File: src/rtl/sma_crossover_engine.sv
// Fast/slow moving averages over a circular sample buffer, with a buy/sell crossover detector.
// Latency: results appear one edge after the sample is accepted. No backpressure: every valid sample is taken.
module sma_crossover_engine #(
    parameter int DATA_WIDTH = 8,
    parameter int FAST_LOG2  = 2,
    parameter int SLOW_LOG2  = 4
) (
    input  logic                  clk,
    input  logic                  rst,
    input  logic [DATA_WIDTH-1:0] data_in,
    input  logic                  data_valid_in,
    output logic [DATA_WIDTH-1:0] fast_sma,
    output logic [DATA_WIDTH-1:0] slow_sma,
    output logic                  sma_valid,
    output logic                  warm,
    output logic [1:0]            trade_signal
);

    localparam int NF = 1 << FAST_LOG2;
    localparam int NS = 1 << SLOW_LOG2;
    localparam int FW = DATA_WIDTH + FAST_LOG2;
    localparam int SW = DATA_WIDTH + SLOW_LOG2;

    localparam logic [SLOW_LOG2-1:0] NF_OFS = SLOW_LOG2'(NF);
    localparam logic [SLOW_LOG2:0]   NS_CNT = (SLOW_LOG2+1)'(NS);
    localparam logic [SLOW_LOG2:0]   NF_CNT = (SLOW_LOG2+1)'(NF);

    localparam logic [1:0] TRADE_HOLD = 2'b00;
    localparam logic [1:0] TRADE_BUY  = 2'b01;
    localparam logic [1:0] TRADE_SELL = 2'b10;

    typedef enum logic [1:0] {
        REL_UNKNOWN = 2'd0,
        REL_ABOVE   = 2'd1,
        REL_BELOW   = 2'd2
    } rel_t;

    logic [DATA_WIDTH-1:0] buf_q [NS];
    logic [SLOW_LOG2-1:0]  wr_ptr_q;
    logic [SLOW_LOG2:0]    count_q;
    logic [FW-1:0]         fast_sum_q;
    logic [SW-1:0]         slow_sum_q;
    logic                  warm_q;
    logic                  pend_q;

    logic [DATA_WIDTH-1:0] fast_sma_q;
    logic [DATA_WIDTH-1:0] slow_sma_q;
    logic                  sma_valid_q;
    logic [1:0]            trade_q;
    rel_t                  rel_q;

    logic [SLOW_LOG2-1:0]  fast_idx;
    logic [FW-1:0]         fast_sub;
    logic [SW-1:0]         slow_sub;
    logic [FW-1:0]         fast_sum_nxt;
    logic [SW-1:0]         slow_sum_nxt;
    logic [SLOW_LOG2:0]    count_nxt;
    logic [DATA_WIDTH-1:0] fast_avg;
    logic [DATA_WIDTH-1:0] slow_avg;

    // The fast window's oldest sample sits NF slots behind the write pointer; the
    // slow window's oldest sample is the one about to be overwritten.
    always_comb begin
        fast_idx     = wr_ptr_q - NF_OFS;
        fast_sub     = (count_q >= NF_CNT) ? FW'(buf_q[fast_idx]) : '0;
        slow_sub     = warm_q ? SW'(buf_q[wr_ptr_q]) : '0;
        fast_sum_nxt = fast_sum_q + FW'(data_in) - fast_sub;
        slow_sum_nxt = slow_sum_q + SW'(data_in) - slow_sub;
        count_nxt    = (count_q == NS_CNT) ? count_q : count_q + 1'b1;
    end

    assign fast_avg = DATA_WIDTH'(fast_sum_q >> FAST_LOG2);
    assign slow_avg = DATA_WIDTH'(slow_sum_q >> SLOW_LOG2);

    // Stage 1: buffer write, running sums, fill counter.
    always_ff @(posedge clk or posedge rst) begin
        if (rst) begin
            for (int i = 0; i < NS; i++) begin
                buf_q[i] <= '0;
            end
            wr_ptr_q   <= '0;
            count_q    <= '0;
            fast_sum_q <= '0;
            slow_sum_q <= '0;
            warm_q     <= 1'b0;
            pend_q     <= 1'b0;
        end else begin
            pend_q <= 1'b0;
            if (data_valid_in) begin
                buf_q[wr_ptr_q] <= data_in;
                wr_ptr_q        <= wr_ptr_q + 1'b1;
                count_q         <= count_nxt;
                fast_sum_q      <= fast_sum_nxt;
                slow_sum_q      <= slow_sum_nxt;
                if (count_nxt == NS_CNT) begin
                    warm_q <= 1'b1;
                    pend_q <= 1'b1;
                end
            end
        end
    end

    // Stage 2: averages, relation tracking and crossover detection.
    always_ff @(posedge clk or posedge rst) begin
        if (rst) begin
            fast_sma_q  <= '0;
            slow_sma_q  <= '0;
            sma_valid_q <= 1'b0;
            trade_q     <= TRADE_HOLD;
            rel_q       <= REL_UNKNOWN;
        end else begin
            sma_valid_q <= pend_q;
            trade_q     <= TRADE_HOLD;
            if (pend_q) begin
                fast_sma_q <= fast_avg;
                slow_sma_q <= slow_avg;
                // Equal averages keep the previous relation so a touch is not a cross.
                if (fast_avg > slow_avg) begin
                    rel_q <= REL_ABOVE;
                    if (rel_q == REL_BELOW) begin
                        trade_q <= TRADE_BUY;
                    end
                end else if (fast_avg < slow_avg) begin
                    rel_q <= REL_BELOW;
                    if (rel_q == REL_ABOVE) begin
                        trade_q <= TRADE_SELL;
                    end
                end
            end
        end
    end

    assign fast_sma     = fast_sma_q;
    assign slow_sma     = slow_sma_q;
    assign sma_valid    = sma_valid_q;
    assign warm         = warm_q;
    assign trade_signal = trade_q;

endmodule
File: config.mk
export PLATFORM = sky130hd
export DESIGN_NAME = sma_crossover_engine
export DESIGN_NICKNAME = d
export VERILOG_FILES = /design/src/rtl/sma_crossover_engine.sv
export SDC_FILE = /design/constraint.sdc
export NUM_CORES = 1
export LEC_CHECK = 0
export CAP_MARGIN = 20
export CORE_MARGIN = 3
export CORE_UTILIZATION = 35
export CTS_CLUSTER_SIZE = 12
export DETAILED_ROUTE_END_ITERATION = 10
export PLACE_DENSITY = 0.51
export SLEW_MARGIN = 20
export SYNTH_ARGS = -nofsm -noshare
export SYNTH_HDL_FRONTEND = slang
export SYNTH_SLANG_ARGS = --single-unit
File: constraint.sdc
create_clock -name clk -period 10.49 [get_ports clk]
set_input_delay 1.049 -clock clk [delete_from_list [all_inputs] [get_ports clk]]
set_output_delay 1.049 -clock clk [all_outputs]
set_load 0.005 [all_outputs]
Run 1, signal wires on met1:
Scale: 1.5 px per um.
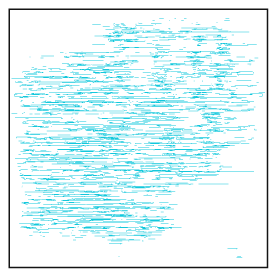
The longest straight run is 51.5 um. The layer holds 49% of the routed length. 891 nets have wire on it. The wires run mostly horizontal.
via count: 6161
met1 Track Usage GR: 23.1%

Run 1, sequential cells colored by netlist name:
Scale: 3 px per um. Other sequential cells in the stronger gray, the rest of the logic in the fainter gray.
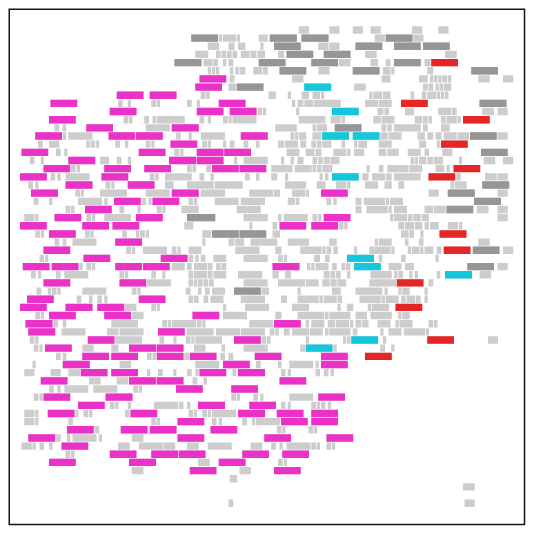
Cyan shows fast_sum_q, sequential cells 10. Red shows slow_sum_q, sequential cells 12. Magenta shows buf_q, sequential cells 128.
storage element area: 4560 sq um
post-layout util: 40.5%

Run 1, gate-type map:
Scale: 1.5 px per um.
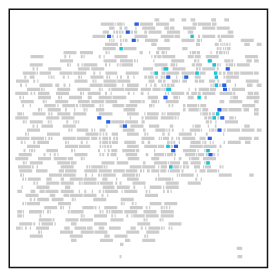
Blue shows xor and xnor cells, cells 20, most used xnor2_1. Cyan shows non-inverting ao/oa cells, cells 18, most used a21o_1.

Run 1, congestion heat map:
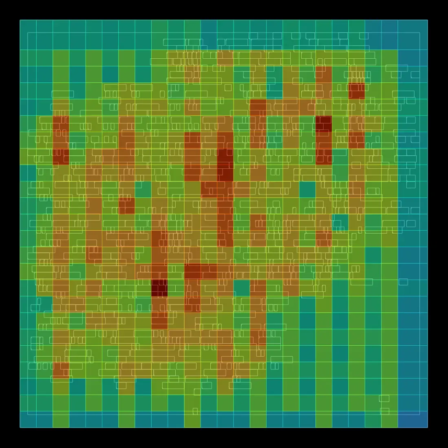
met2 GRT Util: 24.5%
gr busiest metal: met2
wire length per cell: 17.8 um

==> results.py, run 1 <==
# Flow results
metrics = {
    "timing": {
        "fin_skew_ns": 0.0185,
        "hold_ws_ns": 0.454,
        "max_freq_mhz": 216,
        "fin_setup_tns_ns": 0,
        "finalMaxSlewViolations": 0,
        "period_used_pct": 44.1,
        "rsz0062_at_grt": "false",
        "period_minus_slack_ns": 4.62,
        "slew-limit-headroom_pct": 41.7,
        "hold_viol_final": 0,
        "setup_ws_ns": 5.87,
        "worst_slew_pin_slew_ns": 0.874,
        "finalSetupViolCount": 0,
    },
    "place": {
        "hpwl_um": 14400,
        "numPortBuffers": 30,
        "dp_slack_ns": 5.86,
        "gp_congestion": 0.776,
    },
    "worst_setup_path": {
        "path_class": "reg2reg",
        "cp.required_ns": 10.78,
        "arrival_ns": 4.91,
        "worstPathMaxFanout": 35,
        "end_kind": "flip-flop",
        "start_kind": "flip-flop",
    },
    "logic_synthesis": {
        "yosys_warnings": 0,
        "yosys-top-cells-area": "dfrtp_1 (48%), mux4_2 (11%), o21ai_0 (6.8%), nand2_1 (5.3%), ha_1 (5.2%)",
        "syn_nets": 934,
        "synth_cell_types": 51,
        "synth_flops": 182,
        "ys_cells": 867,
        "yosys.stat.seqShare_pct": 47.7,
        "yosysTopAreaCellShare_pct": 47.7,
        "ys_chip_area_sq_um": 9550,
        "synth.avg_cell_area_sq_um": 11.0,
        "edf_count": 0,
        "most_common_cell": "dfrtp_1",
        "yosys.area.top_type": "dfrtp_1",
        "synth_top_flop_cell": "dfrtp_1",
        "synthArstFlopShare_pct": 100,
        "synth_area_sq_um": 9550,
        "netlist_top_cells_count": "dfrtp_1 (182), nand2_1 (134), o21ai_0 (129), inv_1 (76), mux4_2 (46)",
    },
    "global_routing": {
        "grt_pass1_wl_um": 35400,
        "grt_usage_pct": 15.7,
        "first_global_vias": 6083,
        "antenna_found_initial": 0,
        "overflow": 0,
        "grt_max_degree": 123,
    },
    "route": {
        "drc": 0,
        "viasPerCell": 5.03,
        "antenna_left": 0,
        "drt_iter0_markers": 386,
        "drtPass1Iterations": 5,
        "drt-total-wl_um": 21800,
    },
    "floorplanning": {
        "fp-utilization_pct": 36.1,
        "rows": 59,
        "die_height_um": 171,
        "core_sq_um": 26400,
        "io_pins": 31,
        "die_x_um": 171,
        "die_area_sq_um": 29300,
    },
    "clocking": {
        "cts_resized": 0,
        "root_buffer": "clkbuf_16",
        "h-tree-depth": 4,
        "cts_hold_buf": 0,
        "cts_tree": "yes",
        "cts_post_setup_buffers_inserted": 0,
        "numClockSinks": 182,
        "clk_pin_slew_worst_paths_ns": 0.08,
        "cts_buffer_depth": 2,
        "worstSkewPairLatency_ns": 0.44,
    },
    "status": {
        "status": "finished, final reports clean",
    },
    "final_layout": {
        "comb_area_sq_um": 4500,
        "post_route_cells_drive_above_1_share_pct": 13.7,
        "syn_to_final_growth_pct": 11.9,
        "diodes": 0,
        "nFillCells": 2563,
        "nets": 943,
    },
    "job": {
        "log.warning_count": 35,
        "drv_cap": 0,
    },
    "min_path": {
        "min_path_type": "reg2reg",
    },
}
run 1: layout make-up:
class / instances / area share, %
clock buffers: 18 / 4.01
repair buffers: 35 / 3.11
flip-flops and latches: 182 / 42.6
well taps: 335 / 3.92
inverters: 77 / 2.77
multi-input cells: 563 / 42.1
clock inverters: 14 / 1.51
run 1: worst max-delay path, cell delays in order, from the launching register on:
cell	delay (ns)
dfrtp_2	0.41
buf_4	0.58
mux4_2	0.64
mux4_1	0.57
and2_1	0.20
fa_1	0.48
inv_1	0.04
ha_1	0.36
and4_1	0.23
a211oi_1	0.20
o21ai_1	0.24
a31oi_1	0.26
xor2_1	0.16
mux2i_1	0.08
run 1: final timing paths:
check	start	to	slack [ns]	cells after the start
max	wr_ptr_q[0]	slow_sum_q[9]	5.87	13
max reg2reg	wr_ptr_q[0]	slow_sum_q[9]	5.87	13
min	rel_q[1]	trade_signal[1]	0.45	1
max in group asynchronous	rst	buf_q[48]	7.92	3
min reg2reg	rel_q[1]	trade_signal[1]	0.45	1
min in group asynchronous	rst	buf_q[9]	1.24	2
run 1: metal layers:
layer,global-route usage [%],share of wire (%)
met1,23.1,49
met2,24.5,46
met3,2.78,3.4
met4,3.99,1.3
met5,0,0
run 1: cell families (layout without fill, tap and decap cells):
logic type / count (synthesis) / after routing / share of synthesized area (%)
buffers and inverters: 122 / 144 / 5.23
AND-OR/OR-AND: 180 / 180 / 10.4
adder cells (fa/ha/maj): 56 / 56 / 8.59
flip-flops: 182 / 182 / 47.7
multiplexers: 88 / 88 / 16.0
XOR/XNOR: 20 / 20 / 1.83
AND/OR/NAND/NOR: 219 / 219 / 10.2
run 1: metrics by stage:
stage	util, %	cells	area [sq um]
2_1_floorplan	-	867	9550
3_3_place_gp	38.2	1192	10100
5_1_grt	40.5	1224	10700
4_1_cts	40.5	1224	10700
6_report	40.5	1224	10700
3_5_place_dp	38.2	1192	10100
run 1: flip-flops by register name (all words and copies together), names as in the netlist:
signal and count:
buf_q 128, slow_sum_q 12, fast_sum_q 10, fast_sma 8, slow_sma 8, count_q 5, wr_ptr_q 4, rel_q 2
trade_signal 2, pend_q 1, sma_valid 1, warm 1
run 1: placed cells by master (no fill, tap or decap), drive strengths merged, types with 5 or more instances in the layout:
cell           count
xnor2             12
clkinv             6
ha                40
nor2              11
nor2b             11
mux2i              7
nor3               9
o21a               5
nand3             24
buf                6
a21oi             15
clkdlybuf4s50     29
fa                16
and2               9
o21ai            131
nand4              7
a21o              10
mux4              48
dfrtp            182
xor2               8
nand2            134
clkbuf            18
mux2              33
inv               83
Run 1, close-up of the layout:
Region (116, 116) to (141, 141) um. Cells in gray, sequential cells in the stronger gray; small squares are vias.
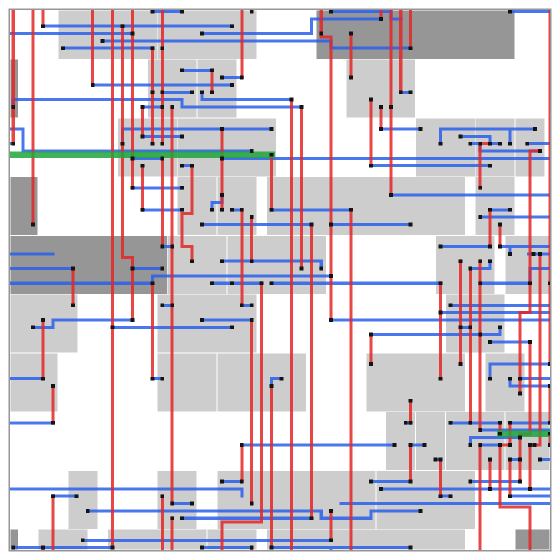

==> inputs of run 2 (changes only) <==
clock period = 4.45 ns   (was 10.49 ns; I/O delays follow)
Run 2, close-up of the layout:
Region (116, 116) to (141, 141) um. Cells in gray, sequential cells in the stronger gray; small squares are vias.
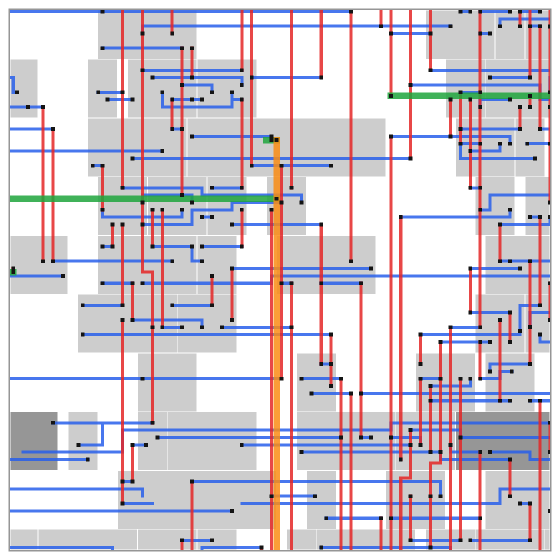
Orange shows metal 4. Red shows metal 2. Green shows metal 3. Blue shows metal 1.
41 logic cells have their middle in the window. Sequential cells in the window: 0. Most frequent: ha_1 (7), inv_1 (6), a21o_1 (4).

Run 2, sequential cells colored by netlist name:
Scale: 3 px per um. Other sequential cells in the stronger gray, the rest of the logic in the fainter gray.
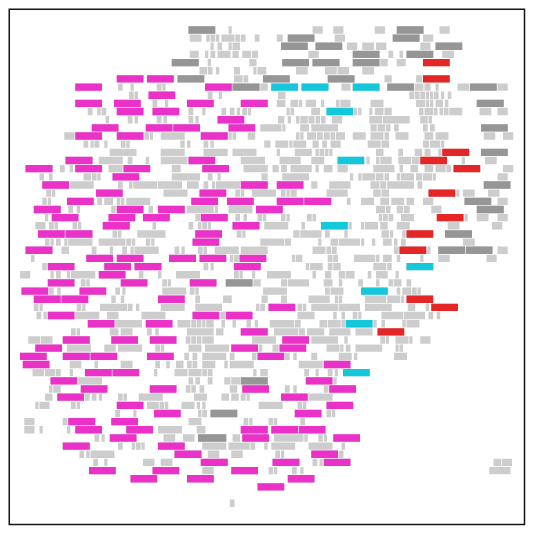
Cyan shows fast_sum_q, sequential cells 10. Magenta shows buf_q, sequential cells 128. Red shows slow_sum_q, sequential cells 12.

==> results.py, run 2 <==
# Flow results
metrics = {
    "status": {
        "status": "finished, final reports clean",
    },
    "timing": {
        "finalSetupViolCount": 0,
        "hold_viol_final": 0,
        "finalMaxSlewViolations": 0,
        "period_minus_slack_ns": 4.21,
        "period_used_pct": 94.6,
        "worst_slew_pin_slew_ns": 0.801,
        "setup_ws_ns": 0.240,
    },
    "logic_synthesis": {
        "synth_top_flop_cell": "dfrtp_1",
        "ys_chip_area_sq_um": 9550,
        "netlist_top_cells_count": "dfrtp_1 (182), nand2_1 (134), o21ai_0 (129), inv_1 (76), mux4_2 (46)",
        "synth_cell_types": 51,
        "yosys.stat.seqShare_pct": 47.7,
        "synth_area_sq_um": 9550,
        "synth_flops": 182,
        "yosys_warnings": 0,
        "synth.avg_cell_area_sq_um": 11.0,
        "most_common_cell": "dfrtp_1",
        "yosysTopAreaCellShare_pct": 47.7,
        "edf_count": 0,
    },
    "final_layout": {
        "post_route_cells_drive_above_1_share_pct": 15.1,
        "layout_top_cell": "dfrtp_1",
        "stdcell_count": 1237,
        "reg_top3": "buf_q x128, slow_sum_q x12, fast_sum_q x10",
        "regMostFlops": "buf_q",
        "layout_top_cells": "dfrtp_1 (181), nand2_1 (134), o21ai_0 (129)",
        "diodes": 0,
        "nets": 956,
        "syn_to_final_growth_pct": 13.5,
        "nFillCells": 2558,
        "comb_area_sq_um": 4500,
    },
    "floorplanning": {
        "core_sq_um": 26400,
        "rows": 59,
        "io_pins": 31,
        "die_height_um": 171,
        "die_area_sq_um": 29300,
    },
    "global_routing": {
        "grt_max_degree": 183,
        "first_global_vias": 6466,
        "grt_pass1_wl_um": 36900,
        "overflow": 0,
        "antenna_found_initial": 0,
    },
    "worst_setup_path": {
        "arrival_ns": 4.51,
        "path_class": "reg2reg",
        "reg2reg_depth": 13,
        "end_kind": "flip-flop",
        "cp.required_ns": 4.75,
    },
    "job": {
        "drv_cap": 0,
    },
    "route": {
        "drt-total-wl_um": 22600,
        "antenna_left": 0,
        "viasPerCell": 5.02,
        "drtPass1Iterations": 5,
        "drc": 0,
        "wire_per_inst_um": 18.3,
    },
    "place": {
        "post-place-cells": 1204,
        "hpwl_um": 15500,
        "numPortBuffers": 30,
    },
    "clocking": {
        "cts_tree": "yes",
        "root_buffer": "clkbuf_16",
        "cts_resized": 0,
        "cts_buffer_depth": 2,
        "cts_post_setup_buffers_inserted": 0,
        "cts_hold_buf": 0,
        "numClockSinks": 182,
    },
    "min_path": {
        "min_path_type": "in2reg",
    },
}
==> run 2: layout make-up <==
class | count | area share, %
inverter | 77 | 2.70
tap | 335 | 3.87
sequential | 182 | 42.0
timing repair buffer | 48 | 4.39
multi-input combinational | 563 | 41.5
clock inverter | 14 | 1.45
clock buffer | 18 | 4.05
==> run 2: worst paths after layout <==
path / from / to / slack, ns
max: wr_ptr_q[0] / slow_sum_q[9] / 0.24
min: data_valid_in / wr_ptr_q[1] / 0.41
max reg2reg: wr_ptr_q[0] / slow_sum_q[9] / 0.24
min reg2reg: rel_q[0] / trade_signal[0] / 0.46
max in group asynchronous: rst / fast_sma[7] / 3.05
min in group asynchronous: rst / buf_q[3] / 0.42
==> run 2: critical path, stage by stage (launching register included) <==
cell      delay (ns)
dfrtp_2         0.39
buf_12          0.25
mux4_2          0.59
mux4_1          0.58
and2_1          0.20
fa_1            0.47
inv_1           0.04
ha_1            0.36
and4_1          0.23
a211oi_1        0.20
o21ai_1         0.22
a31oi_1         0.26
xor2_1          0.16
mux2i_1         0.09
==> run 2: kinds of logic after synthesis <==
family,Yosys count,synth area share [%]
adders and majority gates,56,8.59
xor gates and xnor gates,20,1.83
DFF,182,47.7
muxes,88,16.0
buffers and inverters,122,5.23
and+or+nand+nor,219,10.2
AOI/OAI and AO/OA,180,10.4
==> run 2: layer usage <==
metal / GRT usage (%) / vias to the layer above / wire [um]
li1: - / 3040 / -
met1: 23.3 / 3035 / 11000
met2: 25.7 / 107 / 10300
met3: 3.84 / 24 / 940
met4: 4.44 / 0 / 369
met5: 0 / - / 0
==> run 2: through the flow <==
stage / area, sq um / utilization, % / hold slack [ns]
finish: 10800 / 41.0 / 0.415
global route: 10800 / 41.0 / 0.432
CTS: 10800 / 40.9 / 0.401
detailed placement: 10200 / 38.7 / 0.428
global placement: 10200 / 38.7 / 0.443
floorplan: 9560 / - / 0.352
